$ cat config.mk
export PLATFORM = sky130hd
export DESIGN_NAME = i2c_apb_hub
export DESIGN_NICKNAME = d
export VERILOG_FILES = /design/src/rtl/i2c_apb_hub.sv
export SDC_FILE = /design/constraint.sdc
export NUM_CORES = 1
export LEC_CHECK = 0
export CORE_ASPECT_RATIO = 1.1
export CORE_UTILIZATION = 35
export CTS_CLUSTER_DIAMETER = 120
export DETAILED_ROUTE_END_ITERATION = 8
export PLACE_DENSITY_LB_ADDON = 0.05
export SYNTH_ARGS = -nofsm -noshare
export SYNTH_HDL_FRONTEND = slang
export SYNTH_SLANG_ARGS = --single-unit
$ cat constraint.sdc
create_clock -name clk -period 1.7 [get_ports clk]
set_input_delay 0.34 -clock clk [delete_from_list [all_inputs] [get_ports clk]]
set_output_delay 0.34 -clock clk [all_outputs]
set_load 0.05 [all_outputs]
$ cat src/rtl/i2c_apb_hub.sv
// APB fan-out hub for NCH I2C channels: registered two-phase downstream re-issue,
// access timeout with error response, and edge-latched maskable interrupt aggregation.
module i2c_apb_hub #(
  parameter int NCH       = 4,
  parameter int CH_AW     = 8,
  parameter int TO_CYCLES = 64,
  localparam int CHW      = $clog2(NCH)
) (
  input  logic                clk,
  input  logic                rst,
  input  logic                apb_sel,
  input  logic                apb_en,
  input  logic                apb_write,
  input  logic [31:0]         apb_addr,
  input  logic [31:0]         apb_wdata,
  output logic                apb_ready,
  output logic [31:0]         apb_rdata,
  output logic                apb_slverr,
  output logic [NCH-1:0]      ch_sel,
  output logic                ch_en,
  output logic                ch_write,
  output logic [CH_AW-1:0]    ch_addr,
  output logic [31:0]         ch_wdata,
  input  logic [NCH*32-1:0]   ch_rdata,
  input  logic [NCH-1:0]      ch_ready,
  input  logic [NCH-1:0]      ch_irq,
  output logic                hub_irq
);

  localparam int TW = $clog2(TO_CYCLES);
  localparam logic [CHW:0] NCH_L = (CHW+1)'(NCH);

  typedef enum logic [1:0] {S_IDLE, S_DSETUP, S_DACCESS, S_RESP} state_t;
  state_t r_state, w_state_nxt;

  logic [CH_AW-1:0] r_addr;
  logic [31:0]      r_wdata;
  logic             r_write;
  logic [CHW-1:0]   r_idx;
  logic [TW-1:0]    r_to_cnt;
  logic [31:0]      r_rdata;
  logic             r_slverr;
  logic [NCH-1:0]   r_pend, r_mask, r_prev;
  logic             r_to_flag;
  logic [3:0]       r_to_idx;
  logic             r_hub_irq;

  logic             w_setup, w_local, w_legal, w_lwr;
  logic [CHW-1:0]   w_idx_in;
  logic [31:0]      w_lrd;
  logic [NCH-1:0]   w_pend_clr, w_pend_set, w_onehot;
  logic             w_sel_rdy, w_to_hit;
  logic [31:0]      w_rd_arr [NCH];
  logic             w_unused;

  for (genvar g = 0; g < NCH; g++) begin : g_rd
    assign w_rd_arr[g] = ch_rdata[g*32 +: 32];
  end

  assign w_setup    = (r_state == S_IDLE) && apb_sel && !apb_en;
  assign w_local    = apb_addr[CH_AW+CHW];
  assign w_idx_in   = apb_addr[CH_AW+CHW-1:CH_AW];
  assign w_legal    = {1'b0, w_idx_in} < NCH_L;
  assign w_lwr      = w_setup && w_local && apb_write;
  assign w_pend_set = ch_irq & ~r_prev;
  assign w_pend_clr = (w_lwr && apb_addr[3:2] == 2'd0) ? apb_wdata[NCH-1:0] : '0;
  assign w_sel_rdy  = ch_ready[r_idx];
  assign w_to_hit   = (r_to_cnt == TW'(TO_CYCLES-1));
  assign w_onehot   = {{(NCH-1){1'b0}}, 1'b1} << r_idx;
  assign w_unused   = ^apb_addr[31:CH_AW+CHW+1];

  always_comb begin
    w_lrd = '0;
    case (apb_addr[3:2])
      2'd0: w_lrd = {{(32-NCH){1'b0}}, r_pend};
      2'd1: w_lrd = {{(32-NCH){1'b0}}, r_mask};
      2'd2: w_lrd = {{(32-NCH){1'b0}}, ch_irq};
      2'd3: w_lrd = {r_to_flag, 27'd0, r_to_idx};
      default: w_lrd = '0;
    endcase
  end

  always_ff @(posedge clk) begin
    if (rst) r_state <= S_IDLE;
    else     r_state <= w_state_nxt;
  end

  always_comb begin
    w_state_nxt = r_state;
    ch_sel      = '0;
    ch_en       = 1'b0;
    apb_ready   = 1'b0;
    case (r_state)
      S_IDLE:    if (w_setup) w_state_nxt = (!w_local && w_legal) ? S_DSETUP : S_RESP;
      S_DSETUP: begin
        ch_sel      = w_onehot;
        w_state_nxt = S_DACCESS;
      end
      S_DACCESS: begin
        ch_sel = w_onehot;
        ch_en  = 1'b1;
        if (w_sel_rdy || w_to_hit) w_state_nxt = S_RESP;
      end
      S_RESP: begin
        apb_ready   = 1'b1;
        w_state_nxt = S_IDLE;
      end
      default:   w_state_nxt = S_IDLE;
    endcase
  end

  always_ff @(posedge clk) begin
    if (rst) begin
      r_addr    <= '0;
      r_wdata   <= '0;
      r_write   <= 1'b0;
      r_idx     <= '0;
      r_to_cnt  <= '0;
      r_rdata   <= '0;
      r_slverr  <= 1'b0;
      r_pend    <= '0;
      r_mask    <= '0;
      r_prev    <= '0;
      r_to_flag <= 1'b0;
      r_to_idx  <= '0;
      r_hub_irq <= 1'b0;
    end else begin
      r_prev    <= ch_irq;
      // set has priority over a same-cycle W1C
      r_pend    <= (r_pend & ~w_pend_clr) | w_pend_set;
      r_hub_irq <= |(r_pend & r_mask);
      case (r_state)
        S_IDLE: if (w_setup) begin
          r_addr  <= apb_addr[CH_AW-1:0];
          r_wdata <= apb_wdata;
          r_write <= apb_write;
          r_idx   <= w_idx_in;
          if (w_local) begin
            r_slverr <= 1'b0;
            r_rdata  <= apb_write ? 32'd0 : w_lrd;
            if (apb_write && apb_addr[3:2] == 2'd1) r_mask <= apb_wdata[NCH-1:0];
            if (apb_write && apb_addr[3:2] == 2'd3 && apb_wdata[31]) begin
              r_to_flag <= 1'b0;
              r_to_idx  <= '0;
            end
          end else if (!w_legal) begin
            r_slverr <= 1'b1;
            r_rdata  <= '0;
          end
        end
        S_DSETUP:  r_to_cnt <= '0;
        S_DACCESS: begin
          r_to_cnt <= r_to_cnt + TW'(1);
          if (w_sel_rdy) begin
            r_rdata  <= w_rd_arr[r_idx];
            r_slverr <= 1'b0;
          end else if (w_to_hit) begin
            r_rdata  <= '0;
            r_slverr <= 1'b1;
            // only the first timeout is recorded until software clears the flag
            if (!r_to_flag) begin
              r_to_flag <= 1'b1;
              r_to_idx  <= 4'(r_idx);
            end
          end
        end
        default: ;
      endcase
    end
  end

  assign ch_write   = r_write;
  assign ch_addr    = r_addr;
  assign ch_wdata   = r_wdata;
  assign apb_rdata  = r_rdata;
  assign apb_slverr = r_slverr;
  assign hub_irq    = r_hub_irq;

endmodule

==> CHANGELOG.md, run 1 <==
## Implementation

* Top Usage Layer GRT: met2
* Layout cell share with drive strength beyond 1 at 0.337
* Clkbuf count at 9
* Nets at 1041
* Top class by area: non-clock buffers
* Comb/total area at 0.336
* Placed instance count at 989
* Yosys top cell by area: dfxtp_1
* Flip-flops at 100
* Worst setup margin at -0.0876 ns
* Cell area leaders: dfxtp_1 40%, mux4_2 15%, nand2_1 6.9%, a21oi_1 5.8%, o211ai_1 4.0%
* GRT Resource Usage Total at 0.228
* Clock-cell share of area at 0.0366
* Non-clock inverter count at 9
* Logic power comb at 0.00433 W
* Count of library flops with an enable pin at 0
* Highest net fanout along the worst path at 5
* Top Metal Used: met4
* Clk root buf: clkbuf_16
* Top Ports at 286
* R2R cell count at 6
* Sequential power share at 0.290
* Internal power at 0.00593 W
* Slew @ Worst Pin at 0.381 ns
* Post-synthesis sequential area ratio at 0.398
* Yosys stat chip area at 5030 um2
* Top Layout Cells: 177 x clkdlybuf4s50_1, 123 x buf_4, 95 x dfxtp_1, 92 x nand2_1, 56 x a21oi_1
* Switching power at 0.00341 W
* Final Skew at 0.00819 ns
* M1 GR Usage at 0.246
* Multi-input combinational cell area at 3020 um2
* Hold path depth at 3
* Die Span Y at 128 um
* Failing checks: setup timing
* Final count of negative-setup-slack endpoints at 34
* Gr ovfl total at 0
* Final core utilization at 0.646
* Yosys warning count at 0
* CP startpoint: r_state[0]
* Pwr top: combinational cells
* Crit Reg-Reg Startpoint: r_idx[0]
* Post-CTS Hold Buffers at 0
* Synthesized Nets at 739
* Required time of the critical path at 1.36 ns
* DR WL/cell at 17.4 um
* Buffers outside the clock class at 337
* Num rows at 45
* Power Density at 1040 nW/um2
* Area share, top type at 0.398
* PortBufs at 264
* Comb_multi_in at 374
* Post-route clock period utilization at 1.05
* First-pass GRT wire length at 26400 um
* CTS Buffer Depth at 2
* Met3 usage at 0.0515
* # fillers at 1180
* Register Area at 2010 um2
* Vias in the first global route at 5330
* Die Area at 14900 um2
* Outcome: finished with violations
* Final min period at 1.79 ns
* Setup crit end kind: output port
* Hold Crit Class: primary input to register
run 1: logic make-up (layout without fill, tap and decap cells):
logic type | Yosys count | in the layout | share of synthesized area
and+or+nand+nor | 171 | 171 | 0.156
AOI/OAI and AO/OA | 147 | 147 | 0.197
DFF | 100 | 100 | 0.398
buffers and inverters | 55 | 362 | 0.0532
muxes | 47 | 47 | 0.176
adders and majority gates | 5 | 5 | 0.0124
xor gates and xnor gates | 4 | 4 | 0.00696
run 1: stage by stage:
stage | setup slack (ns) | hold WS, ns | TNS, ns | total power, W
CTS | -0.107 | 0.458 | -2.78 | 0.00896
global placement | -0.480 | 0.444 | -16.75 | 0.00637
floorplan | -0.0722 | 0.441 | -0.721 | 0.00490
global route | -0.122 | 0.341 | -3.17 | 0.00975
finish | -0.0876 | 0.317 | -1.11 | 0.00934
detailed placement | -0.500 | 0.448 | -18.81 | 0.00643
run 1: critical path, stage by stage, from the launching register on:
cell and delay, ns:
dfxtp_2 0.37, inv_4 0.06, ha_4 0.30, nor3b_4 0.19, buf_6 0.18
run 1: registers in the layout (all words and copies together) (netlist names):
| name | count |
|---|---|
| apb_rdata | 32 |
| apb_slverr | 1 |
| ch_addr | 8 |
| ch_wdata | 32 |
| ch_write | 1 |
| hub_irq | 1 |
| r_idx | 2 |
| r_mask | 4 |
| r_pend | 4 |
| r_prev | 4 |
| r_state | 2 |
| r_to_cnt | 6 |
| r_to_flag | 1 |
| r_to_idx | 2 |
run 1: timing repair:
| action | CTS | global route |
|---|---|---|
| gates resized | 32 | 48 |
| pin swaps | 9 | 23 |
| cloned | 2 | 5 |
| buffers inserted | 3 | 9 |
| setup endpoints to repair | 43 | 45 |
### Clock nets, run 1

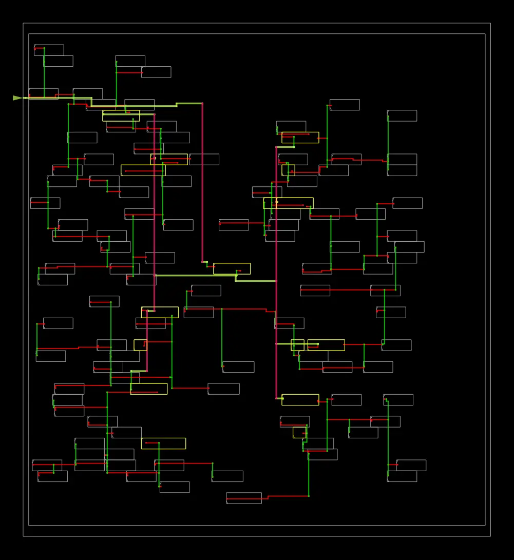
P_clk: 0.00230 W
Clock Latency Late Sink: 0.35 ns
CTS Buf Count: 9

### Close-up of the layout, run 1

Region (62, 71) to (112, 121) um. Cells in grey, sequential cells in the stronger grey; small squares are vias.
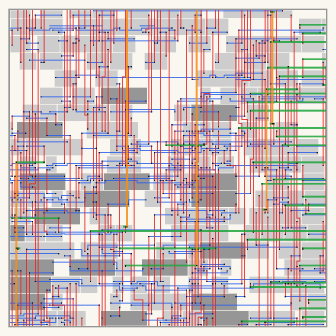
- orange: met4
- blue: met1
- green: met3
- red: met2
- most frequent: clkdlybuf4s50_1 (44), dfxtp_1 (18), buf_4 (18)
- sequential cells in the window: 18
- netlist names of flops here include: apb_rdata (18)
- cells with their middle in the window: 150

### Signal wires on met4, run 1

Drawn at 3 px/um. Supply wires on this layer in grey. Cells faint in the background.
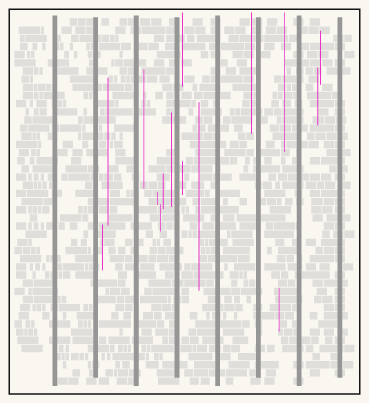
- main direction: vertical
- share of all routed wire: 2.2%
- wire length on this layer: 394 um
- longest straight run: 62.6 um
Via Count: 5325
WL final: 17800 um

### M3 wires, run 1

Drawn at 4 px/um. Cells faint in the background.
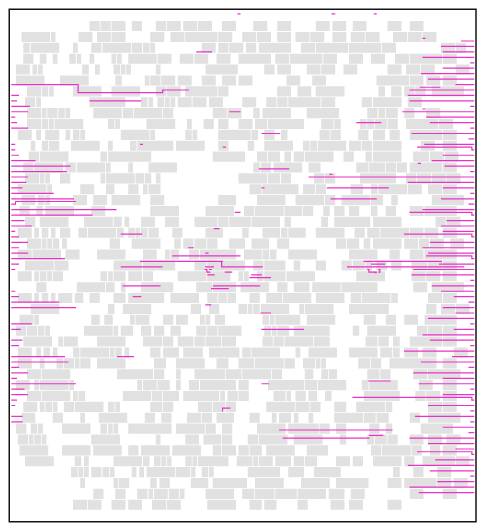

==> run 2: changes to the inputs <==
Settings changed: CORE_MARGIN set to 3, GPL_TIMING_DRIVEN set to 0.
### M3 wires, run 2

Drawn at 4 px/um. Cells faint in the background.
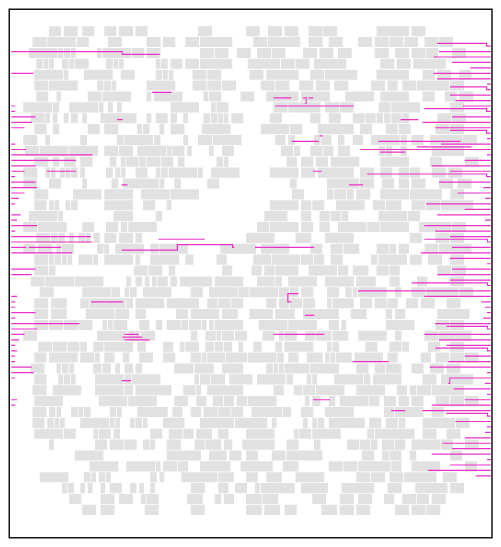
- share of all routed wire: 6.9%
- longest straight run: 32.9 um
- nets with wire on the layer: 147
- main direction: horizontal
- wire length on this layer: 1290 um
met3 usage: 0.0524
WL final: 18800 um
Via Count: 5316

### Signal wires on met4, run 2

Drawn at 3 px/um. Supply wires on this layer in grey. Cells faint in the background.
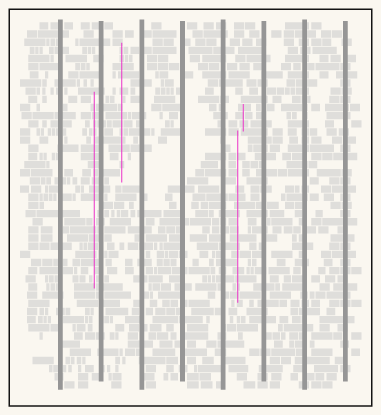
- longest straight run: 65.3 um
- wire length on this layer: 178 um

==> run 2 against run 1 <==
The run still ends with setup timing left. Die area rose by 6.7%. Area after synthesis did not move. Combinational power fell by 6.2%. Utilization fell by 1.4 points. Sequential cell count did not move. Maximum frequency rose by 0.71%. Count of clock-buffer cells in the layout rose by 2. First-iteration DRC count rose by 68%. Non-clock buffer count rose by 3. Clock skew fell by 0.0017 ns. Wire length rose by 5.8%. Critical endpoint unchanged.
==> CHANGELOG.md, run 2 <==
## Implementation

* Top Usage Layer GRT: met2 (unchanged)
* Outcome: finished with violations (unchanged)
* WP buf/inv at 2 (unchanged)
* Crit Reg-Reg Startpoint: r_idx[0] (unchanged)
* Cell area leaders: dfxtp_1 40%, mux4_2 15%, nand2_1 6.9%, a21oi_1 5.8%, o211ai_1 4.0% (unchanged)
* Count of library flops with an enable pin at 0 (unchanged)
* Yosys warning count at 0 (unchanged)
* Die Span Y at 132 um (was 128 um)
* Layout cell share with drive strength beyond 1 at 0.235 (was 0.337)
* Post-route clock period utilization at 1.04 (was 1.05)
* Clock-cell share of area at 0.0316 (was 0.0366)
* Top class by area: non-clock buffers (unchanged)
* Non-clock inverter count at 9 (unchanged)
* Design Power at 0.00872 W (was 0.00934 W)
* Top Metal Used: met4 (unchanged)
* CTS Buffer Depth at 2 (unchanged)
* First-pass GRT wire length at 29100 um (was 26400 um)
* Comb/total area at 0.341 (was 0.336)
* Clk root buf: clkbuf_16 (unchanged)
* Final min period at 1.77 ns (was 1.79 ns)
* Post-synthesis sequential area ratio at 0.398 (unchanged)
* Failing checks: setup timing (unchanged)
* Critical Path Max Stage Delay at 0.38 ns (was 0.37 ns)
* Flip-flops at 100 (unchanged)
* GRT Resource Usage Total at 0.230 (was 0.228)
* Power Density at 989 nW/um2 (was 1040 nW/um2)
* Register Area at 2020 um2 (was 2010 um2)
* Multi-input combinational cell area at 3010 um2 (was 3020 um2)
* Fin Hold WS at 0.450 ns (was 0.317 ns)
* Fin Setup TNS at -1.41 ns (was -1.11 ns)
* Buffers outside the clock class at 340 (was 337)
* Final count of negative-setup-slack endpoints at 37 (was 34)
* Num rows at 45 (unchanged)
* M1 GR Usage at 0.260 (was 0.246)
* Synthesized Nets at 739 (unchanged)
* Gr ovfl total at 0 (unchanged)
* Required time of the critical path at 1.36 ns (about the same)
* Clock Latency Late Sink at 0.35 ns (about the same)
* R2R cell count at 5 (was 6)
* Nets at 1044 (was 1041)
* Hold Crit Class: register to register (was primary input to register)
* Worst setup margin at -0.0750 ns (was -0.0876 ns)
* Vias in the first global route at 5288 (was 5330)
* Die Area at 15900 um2 (was 14900 um2)
* Clkbuf count at 11 (was 9)
* Hold path depth at 2 (was 3)
* Slew @ Worst Pin at 0.576 ns (was 0.381 ns)
* Top Layout Cells: 179 x clkdlybuf4s50_1, 94 x dfxtp_1, 92 x nand2_1, 79 x dlygate4sd2_1, 51 x a21oi_1 (was 177 x clkdlybuf4s50_1, 123 x buf_4, 95 x dfxtp_1, 92 x nand2_1, 56 x a21oi_1)
* DR WL/cell at 18.3 um (was 17.4 um)
* Critical path's top delay family: flip-flops (unchanged)
* Critical path's slowest cell: dfxtp_4 (was dfxtp_2)
* Placed instance count at 981 (was 989)
-- run 2: cell counts after synthesis --
No cell type changed its count.
-- run 2: repair_timing --
action | in CTS | in global routing
gates cloned | 4 | 0
pin swaps | 32 | 8
resized | 211 | 40
buffers inserted | 17 | 14
hold buffers | 0 | 0
endpoints found under the setup margin | 168 | 85
-- run 2: how the worst max path moves through the flow --
stage                from       endpoint  slack, ns  depth (start not counted)
2_1_floorplan  r_state[1]      ch_sel[0]      -0.07                          4
3_3_place_gp     r_idx[1]      ch_sel[2]      -0.94                          6
3_5_place_dp     r_idx[1]      ch_sel[2]      -0.97                          6
4_1_cts          r_idx[0]  apb_rdata[15]      -0.10                          6
5_1_grt          r_idx[0]      ch_sel[1]      -0.16                          5
6_report       r_state[1]      ch_sel[0]      -0.07                          4
-- run 2: kinds of logic (layout without fill, tap and decap cells) --
group / Yosys count / count (layout) / share of synthesized area
AND/OR/NAND/NOR: 171 / 171 / 0.156
flip-flops: 100 / 100 / 0.398
adder cells (fa/ha/maj): 5 / 5 / 0.0124
buffers and inverters: 55 / 365 / 0.0532
AND-OR/OR-AND: 147 / 147 / 0.197
XOR/XNOR: 4 / 4 / 0.00696
multiplexers: 47 / 47 / 0.176
-- run 2: where the power goes --
group          internal [W]  switching [W]  leakage, nW
Combinational       0.00181        0.00225         2.55
Clock               0.00104       0.000908        0.128
Sequential          0.00257       0.000146        0.816
-- run 2: worst register-to-register path, cell delays in order, from the launching register on --
cell and delay [ns]:
dfxtp_4 0.38, mux4_2 0.57, a211o_4 0.34, buf_6 0.16, a21oi_4 0.14, a211oi_2 0.04
Power and IR drop assume default switching activity.
